===== src/rtl/successive_approx_controller_pkg.sv =====
// Shared types and defaults for the successive-approximation ADC engine.
// Holds the FSM state and measurement-mode enums plus settle defaults.
package sar_pkg;

    typedef enum logic [2:0] {
        S_IDLE,
        S_SET_BIT,
        S_SETTLE,
        S_SAMPLE,
        S_DONE
    } sar_state_t;

    typedef enum logic [1:0] {
        MODE_OFF,
        MODE_R2R,
        MODE_PWM
    } sar_mode_t;

    localparam int R2R_SETTLE_DEFAULT = 1000;
    localparam int PWM_SETTLE_DEFAULT = 500000;

    // R2R wins when both enables are high.
    function automatic sar_mode_t pick_mode(logic r2r, logic pwm);
        if (r2r) return MODE_R2R;
        if (pwm) return MODE_PWM;
        return MODE_OFF;
    endfunction

endpackage


===== src/rtl/successive_approx_controller_if.sv =====
// Enable, comparator and result bundle of the SAR ADC engine.
// master is the converter side, slave the measurement/display side.
interface successive_approx_controller_if #(
    parameter int WIDTH = 8
);
    logic             enable_r2r_successive;
    logic             enable_pwm_successive;
    logic             comp_in;
    logic [WIDTH-1:0] r2r_out;
    logic             pwm_out;
    logic [WIDTH-1:0] result;
    logic             result_valid;
    logic             busy;

    modport master (
        input  enable_r2r_successive,
        input  enable_pwm_successive,
        input  comp_in,
        output r2r_out,
        output pwm_out,
        output result,
        output result_valid,
        output busy
    );

    modport slave (
        output enable_r2r_successive,
        output enable_pwm_successive,
        output comp_in,
        input  r2r_out,
        input  pwm_out,
        input  result,
        input  result_valid,
        input  busy
    );
endinterface


===== src/rtl/successive_approx_controller_pwm.sv =====
// Free-running PWM generator feeding the RC filter DAC.
// Period is 2^WIDTH cycles; output high while counter < duty.
module pwm_generator #(
    parameter int WIDTH = 8
) (
    input  logic             clk,
    input  logic             reset_n,
    input  logic [WIDTH-1:0] duty,
    output logic             pwm_out
);

    logic [WIDTH-1:0] count;

    always_ff @(posedge clk or negedge reset_n) begin
        if (!reset_n) begin
            count   <= '0;
            pwm_out <= 1'b0;
        end else begin
            count   <= count + WIDTH'(1);
            pwm_out <= (count < duty);
        end
    end

endmodule


===== src/rtl/successive_approx_controller.sv =====
// SAR conversion engine: drives trial codes to an R2R ladder or PWM filter,
// samples the synchronized comparator and resolves one bit per step MSB first.
module successive_approx_controller
    import sar_pkg::*;
#(
    parameter int WIDTH      = 8,
    parameter int R2R_SETTLE = R2R_SETTLE_DEFAULT,
    parameter int PWM_SETTLE = PWM_SETTLE_DEFAULT
) (
    input logic clk,
    input logic reset_n,
    successive_approx_controller_if.master bus
);

    localparam int MAX_SETTLE = (R2R_SETTLE > PWM_SETTLE) ? R2R_SETTLE : PWM_SETTLE;
    localparam int CW = $clog2(MAX_SETTLE);
    localparam int IW = (WIDTH > 1) ? $clog2(WIDTH) : 1;
    localparam logic [CW-1:0] R2R_LOAD = CW'(R2R_SETTLE - 1);
    localparam logic [CW-1:0] PWM_LOAD = CW'(PWM_SETTLE - 1);
    localparam logic [IW-1:0] TOP_IDX  = IW'(WIDTH - 1);

    // The synchronizer eats two cycles of every settle window.
    if (R2R_SETTLE <= 2 || PWM_SETTLE <= 2) begin : g_bad_settle
        $error("settle counts must exceed 2");
    end

    sar_state_t       state_q, state_d;
    sar_mode_t        mode_q, mode_d, req_mode;
    logic [WIDTH-1:0] work_q, work_d;
    logic [WIDTH-1:0] dac_q, dac_d;
    logic [WIDTH-1:0] result_q, result_d;
    logic [IW-1:0]    idx_q, idx_d;
    logic [CW-1:0]    cnt_q, cnt_d;
    logic             valid_q, valid_d;
    logic [1:0]       sync_q;
    logic             comp;
    logic             abort;
    logic [WIDTH-1:0] duty;
    logic             pwm;

    assign comp     = sync_q[1];
    assign req_mode = pick_mode(bus.enable_r2r_successive,
                                bus.enable_pwm_successive);
    assign abort    = (state_q != S_IDLE) && (req_mode != mode_q);

    always_ff @(posedge clk or negedge reset_n) begin
        if (!reset_n) begin
            state_q  <= S_IDLE;
            mode_q   <= MODE_OFF;
            work_q   <= '0;
            dac_q    <= '0;
            result_q <= '0;
            idx_q    <= '0;
            cnt_q    <= '0;
            valid_q  <= 1'b0;
            sync_q   <= '0;
        end else begin
            state_q  <= state_d;
            mode_q   <= mode_d;
            work_q   <= work_d;
            dac_q    <= dac_d;
            result_q <= result_d;
            idx_q    <= idx_d;
            cnt_q    <= cnt_d;
            valid_q  <= valid_d;
            sync_q   <= {sync_q[0], bus.comp_in};
        end
    end

    always_comb begin
        state_d  = state_q;
        mode_d   = mode_q;
        work_d   = work_q;
        dac_d    = dac_q;
        result_d = result_q;
        idx_d    = idx_q;
        cnt_d    = cnt_q;
        valid_d  = 1'b0;
        if (abort) begin
            state_d = S_IDLE;
            mode_d  = MODE_OFF;
            dac_d   = '0;
        end else begin
            unique case (state_q)
                S_IDLE: begin
                    dac_d = '0;
                    if (req_mode != MODE_OFF) begin
                        mode_d  = req_mode;
                        work_d  = '0;
                        idx_d   = TOP_IDX;
                        state_d = S_SET_BIT;
                    end
                end
                S_SET_BIT: begin
                    dac_d   = work_q | (WIDTH'(1) << idx_q);
                    cnt_d   = (mode_q == MODE_R2R) ? R2R_LOAD : PWM_LOAD;
                    state_d = S_SETTLE;
                end
                S_SETTLE: begin
                    if (cnt_q == '0) state_d = S_SAMPLE;
                    else cnt_d = cnt_q - CW'(1);
                end
                S_SAMPLE: begin
                    // dac_q is working plus the trial bit.
                    if (comp) work_d = dac_q;
                    if (idx_q == '0) begin
                        state_d = S_DONE;
                    end else begin
                        idx_d   = idx_q - IW'(1);
                        state_d = S_SET_BIT;
                    end
                end
                S_DONE: begin
                    result_d = work_q;
                    valid_d  = 1'b1;
                    work_d   = '0;
                    idx_d    = TOP_IDX;
                    state_d  = S_SET_BIT;
                end
                default: begin
                    state_d = S_IDLE;
                    mode_d  = MODE_OFF;
                end
            endcase
        end
    end

    assign duty = (mode_q == MODE_PWM) ? dac_q : '0;

    pwm_generator #(
        .WIDTH(WIDTH)
    ) u_pwm (
        .clk     (clk),
        .reset_n (reset_n),
        .duty    (duty),
        .pwm_out (pwm)
    );

    assign bus.r2r_out      = (mode_q == MODE_R2R) ? dac_q : '0;
    assign bus.pwm_out      = pwm;
    assign bus.result       = result_q;
    assign bus.result_valid = valid_q;
    assign bus.busy         = (state_q != S_IDLE);

endmodule


===== src/flat_wrapper.sv =====
// flat-port wrapper written by rule: the top's interface ports become plain ports
module successive_approx_controller_flat import sar_pkg::*;
#(
    parameter int WIDTH      = 8,
    parameter int R2R_SETTLE = R2R_SETTLE_DEFAULT,
    parameter int PWM_SETTLE = PWM_SETTLE_DEFAULT
)
  (clk, reset_n, bus_enable_r2r_successive, bus_enable_pwm_successive, bus_comp_in, bus_r2r_out, bus_pwm_out, bus_result, bus_result_valid, bus_busy);
  successive_approx_controller_if #(.WIDTH(WIDTH)) bus_i ();
  input logic clk;
  input logic reset_n;
  input wire logic [$bits(bus_i.enable_r2r_successive)-1:0] bus_enable_r2r_successive;
  input wire logic [$bits(bus_i.enable_pwm_successive)-1:0] bus_enable_pwm_successive;
  input wire logic [$bits(bus_i.comp_in)-1:0] bus_comp_in;
  output wire logic [$bits(bus_i.r2r_out)-1:0] bus_r2r_out;
  output wire logic [$bits(bus_i.pwm_out)-1:0] bus_pwm_out;
  output wire logic [$bits(bus_i.result)-1:0] bus_result;
  output wire logic [$bits(bus_i.result_valid)-1:0] bus_result_valid;
  output wire logic [$bits(bus_i.busy)-1:0] bus_busy;
  assign bus_i.enable_r2r_successive = bus_enable_r2r_successive;
  assign bus_i.enable_pwm_successive = bus_enable_pwm_successive;
  assign bus_i.comp_in = bus_comp_in;
  assign bus_r2r_out = bus_i.r2r_out;
  assign bus_pwm_out = bus_i.pwm_out;
  assign bus_result = bus_i.result;
  assign bus_result_valid = bus_i.result_valid;
  assign bus_busy = bus_i.busy;
  successive_approx_controller #(.WIDTH(WIDTH), .R2R_SETTLE(R2R_SETTLE), .PWM_SETTLE(PWM_SETTLE)) u_core (.clk(clk), .reset_n(reset_n), .bus(bus_i));
endmodule

===== config.mk =====
export PLATFORM = sky130hd
export DESIGN_NAME = successive_approx_controller_flat
export DESIGN_NICKNAME = d
export VERILOG_FILES = /design/src/rtl/successive_approx_controller_pkg.sv /design/src/rtl/successive_approx_controller_if.sv /design/src/rtl/successive_approx_controller_pwm.sv /design/src/rtl/successive_approx_controller.sv /design/src/flat_wrapper.sv
export SDC_FILE = /design/constraint.sdc
export NUM_CORES = 1
export LEC_CHECK = 0
export CORE_MARGIN = 5
export CORE_UTILIZATION = 35
export DETAILED_ROUTE_END_ITERATION = 7
export HOLD_SLACK_MARGIN = 0.12
export PLACE_DENSITY = 0.49
export SETUP_SLACK_MARGIN = 0.4
export SKIP_CTS_REPAIR_TIMING = 1
export SLEW_MARGIN = 15
export SYNTH_ARGS = -nofsm -noshare
export SYNTH_HDL_FRONTEND = slang
export SYNTH_HIERARCHICAL = 1
export SYNTH_SLANG_ARGS = --single-unit

===== constraint.sdc =====
create_clock -name clk -period 3.5 [get_ports clk]
set_clock_uncertainty 0.05 [all_clocks]
set_input_delay 0.35 -clock clk [delete_from_list [all_inputs] [get_ports clk]]
set_output_delay 0.35 -clock clk [all_outputs]
set_load 0.005 [all_outputs]

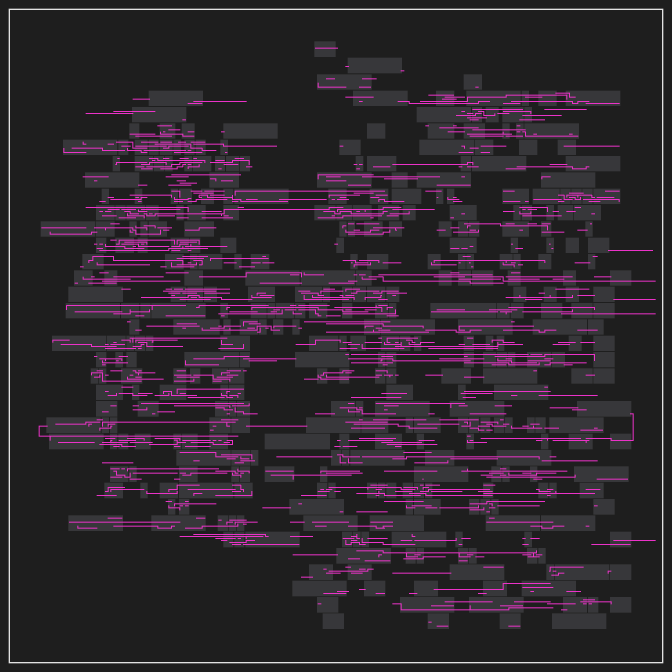
Fig. 1. Met1 routing.
wire length on this layer	3600 um
longest straight run	33.1 um
DRT Wirelength: 7740 um
met1 global-route usage: 18.3%

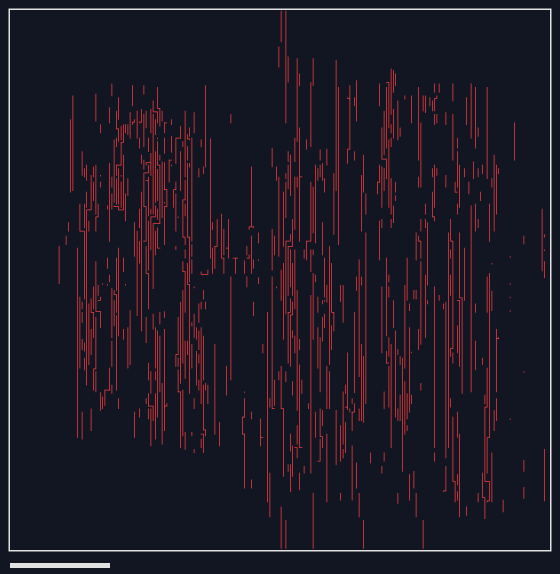
Fig. 2. The metal 2 layer.
Scale bar: 20 um.
wire length on this layer	3690 um
main direction	vertical
share of all routed wire	48%
nets with wire on the layer	323
longest straight run	43.2 um
grt met2 use: 23.7%
DR vias: 2651

==> run summary <==
fresh numbers from the pnr run: Seq share, synth=a little under half, worst setup path start=u_core/cnt_q[0]$_DFFE_PN0P_, Top Consumer=sequential cells, family with the most delay on the worst path=simple AND/OR/NAND/NOR gates, Vert. Die Dim=109 um, largest area contributor in the netlist=dfrtp_1, I/O Buffers=23, slowest CP cell=or4b_1, CTS Root Cell=clkbuf_8, cell area after synthesis=3400 um^2, worst slew pin tran=between 0.7 and 0.8 ns, CTS tree=yes, Worst Path Max Fanout=17, YS chip area=3400 um^2, layout cells sized above 1=11.1%, Unique cell types=~53, clock network area share=under 10%, max incr delay on CP=0.53 ns, syn_area_per_cell=~9.5 um^2, final-report setup violation count=0, Cells on Worst Hold Path=0, Max-area cell share=a little under half, CP bufs+invs=2, clock sinks=63, Sequential Power=0.950 mW, end of the worst register-to-register path=u_core/cnt_q[7]$_DFFE_PN0P_, CLK BUF=9, WP depth=8, Net Sw Power=0.942 mW, Gate power share=32.8%, Final #Nets=~400, logic share of the area=41.6%, initial antenna violation count=0, DP HPWL=5430 um, Final GP Congestion=0.771, NonClk Buf Share=7.21%, Cell area leaders=dfrtp_1 46%, ha_1 5.2%, nand2_1 4.0%, HP Start=u_core/sync_q[0]$_DFF_PN0_, R2R setup slack=approximately 0.7 ns, MI comb cells=258, Chip Area=11800 um^2, Critical R2R Launch=u_core/cnt_q[0]$_DFFE_PN0P_, Worst Path Required=3.68 ns, CP Capture Point=u_core/cnt_q[7]$_DFFE_PN0P_, WP data arrival=2.98 ns, status=complete, no violations, clk latency late pin=0.35 ns, max_cap viols=0, asr flop ratio synth=100%, R2R depth=8, Avg Vias per Cell=5.09, yosys warning tally=6, Syn Inst Count=357, Max Buffers Root-to-Sink=2, Logic power comb=0.826 mW, Synth Net Count=376, total gr overflow=0, Initial Util=35.3%, H-tree Lvls=3, internal cell power=1.58 mW, nonclk inv count=20, Leak=1.70 nW, Antenna diodes=0, pre-CTS setup slack=slightly above 0.7 ns, GR Util All Layers=14.4%, first-pass GRT wire length=~13000 um, Log Warnings=30, Cell Pwr Density=631 nW/um^2, area growth from synthesis to layout=17.5%, CTS buffer count=9, Commonest Layout Cell=dfrtp_1, Sequential Power Share=37.7%, drt wl/cell=14.8 um, Tap Count=133, crit-path cells=inv_1 > ha_1 > or4b_1 > or3_1 > o211ai_4 > buf_4 > nor2_1 > o22a_1, Final Hold Fails=0, register area=1580 um^2, Ports=24, fmax=357 MHz, number of fillers in the final layout=around 980, drt pass-1 iters=4
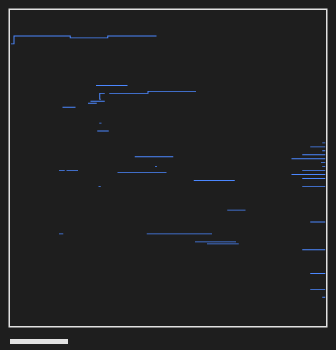
Fig. 3. The metal 3 layer.
Scale bar: 20 um.
wire length on this layer	300 um
share of all routed wire	3.9%
grt met3 use: 3.28%

## flip-flops by register name, indices dropped and copies added, names as in the netlist
register                 cells
u_core/idx_q                 3
u_core/cnt_q                19
u_core/work_q                8
u_core/mode_q                2
u_core/u_pwm/pwm_out         1
u_core/bus.result_valid      1
u_core/dac_q                 8
u_core/bus.result            8
u_core/u_pwm/count           8
u_core/state_q               3
u_core/sync_q                2
## stage by stage
stage                     power [mW]  cell area, um^2  hold WS (ns)  cells
final                           2.52             3990         0.306    521
after global routing            2.70             3990         0.308    521
after CTS                       2.55             3980       -0.0115    520
after detailed placement        1.79             3750         0.288    504
after global placement          1.79             3750         0.288    504
after floorplan                 1.57             3400       0.00441    357
## cell families (layout without fill, tap and decap cells)
logic type	Yosys count	count (layout)	share of synthesized area [%]
buf+inv	36	67	4.93
flops	63	63	46.4
mux	10	10	3.28
xor+xnor	8	8	2.06
compound gates	93	93	18.2
fa+ha+maj	16	16	5.74
simple gates	131	131	19.4
## cells in the mapped netlist, types with 2 or more instances
master     number
dfrtp_1        63
nand2_1        36
nor2_1         35
a21oi_1        26
o21ai_0        26
inv_1          20
and2_1         17
ha_1           14
nand3_1        12
clkbuf_1        9
mux2_2          9
o22a_1          8
or3_1           8
a41oi_1         5
nor3_1          5
a31oi_1         4
buf_6           4
xnor2_1         4
xor2_1          4
a2bb2oi_1       3
nor2b_1         3
o31ai_1         3
or4_1           3
a22o_1          2
a32oi_1         2
buf_2           2
maj3_1          2
o211ai_1        2
o21ba_1         2
## per-layer routing
layer / wire, um / track usage [%] / vias to the layer above
met5: 0 / 0 / -
met1: 3600 / 18.3 / 1271
met3: 300 / 3.28 / 10
met2: 3690 / 23.7 / 55
li1: - / - / 1315
met4: 136 / 5.50 / 0
Power and IR drop assume default switching activity.
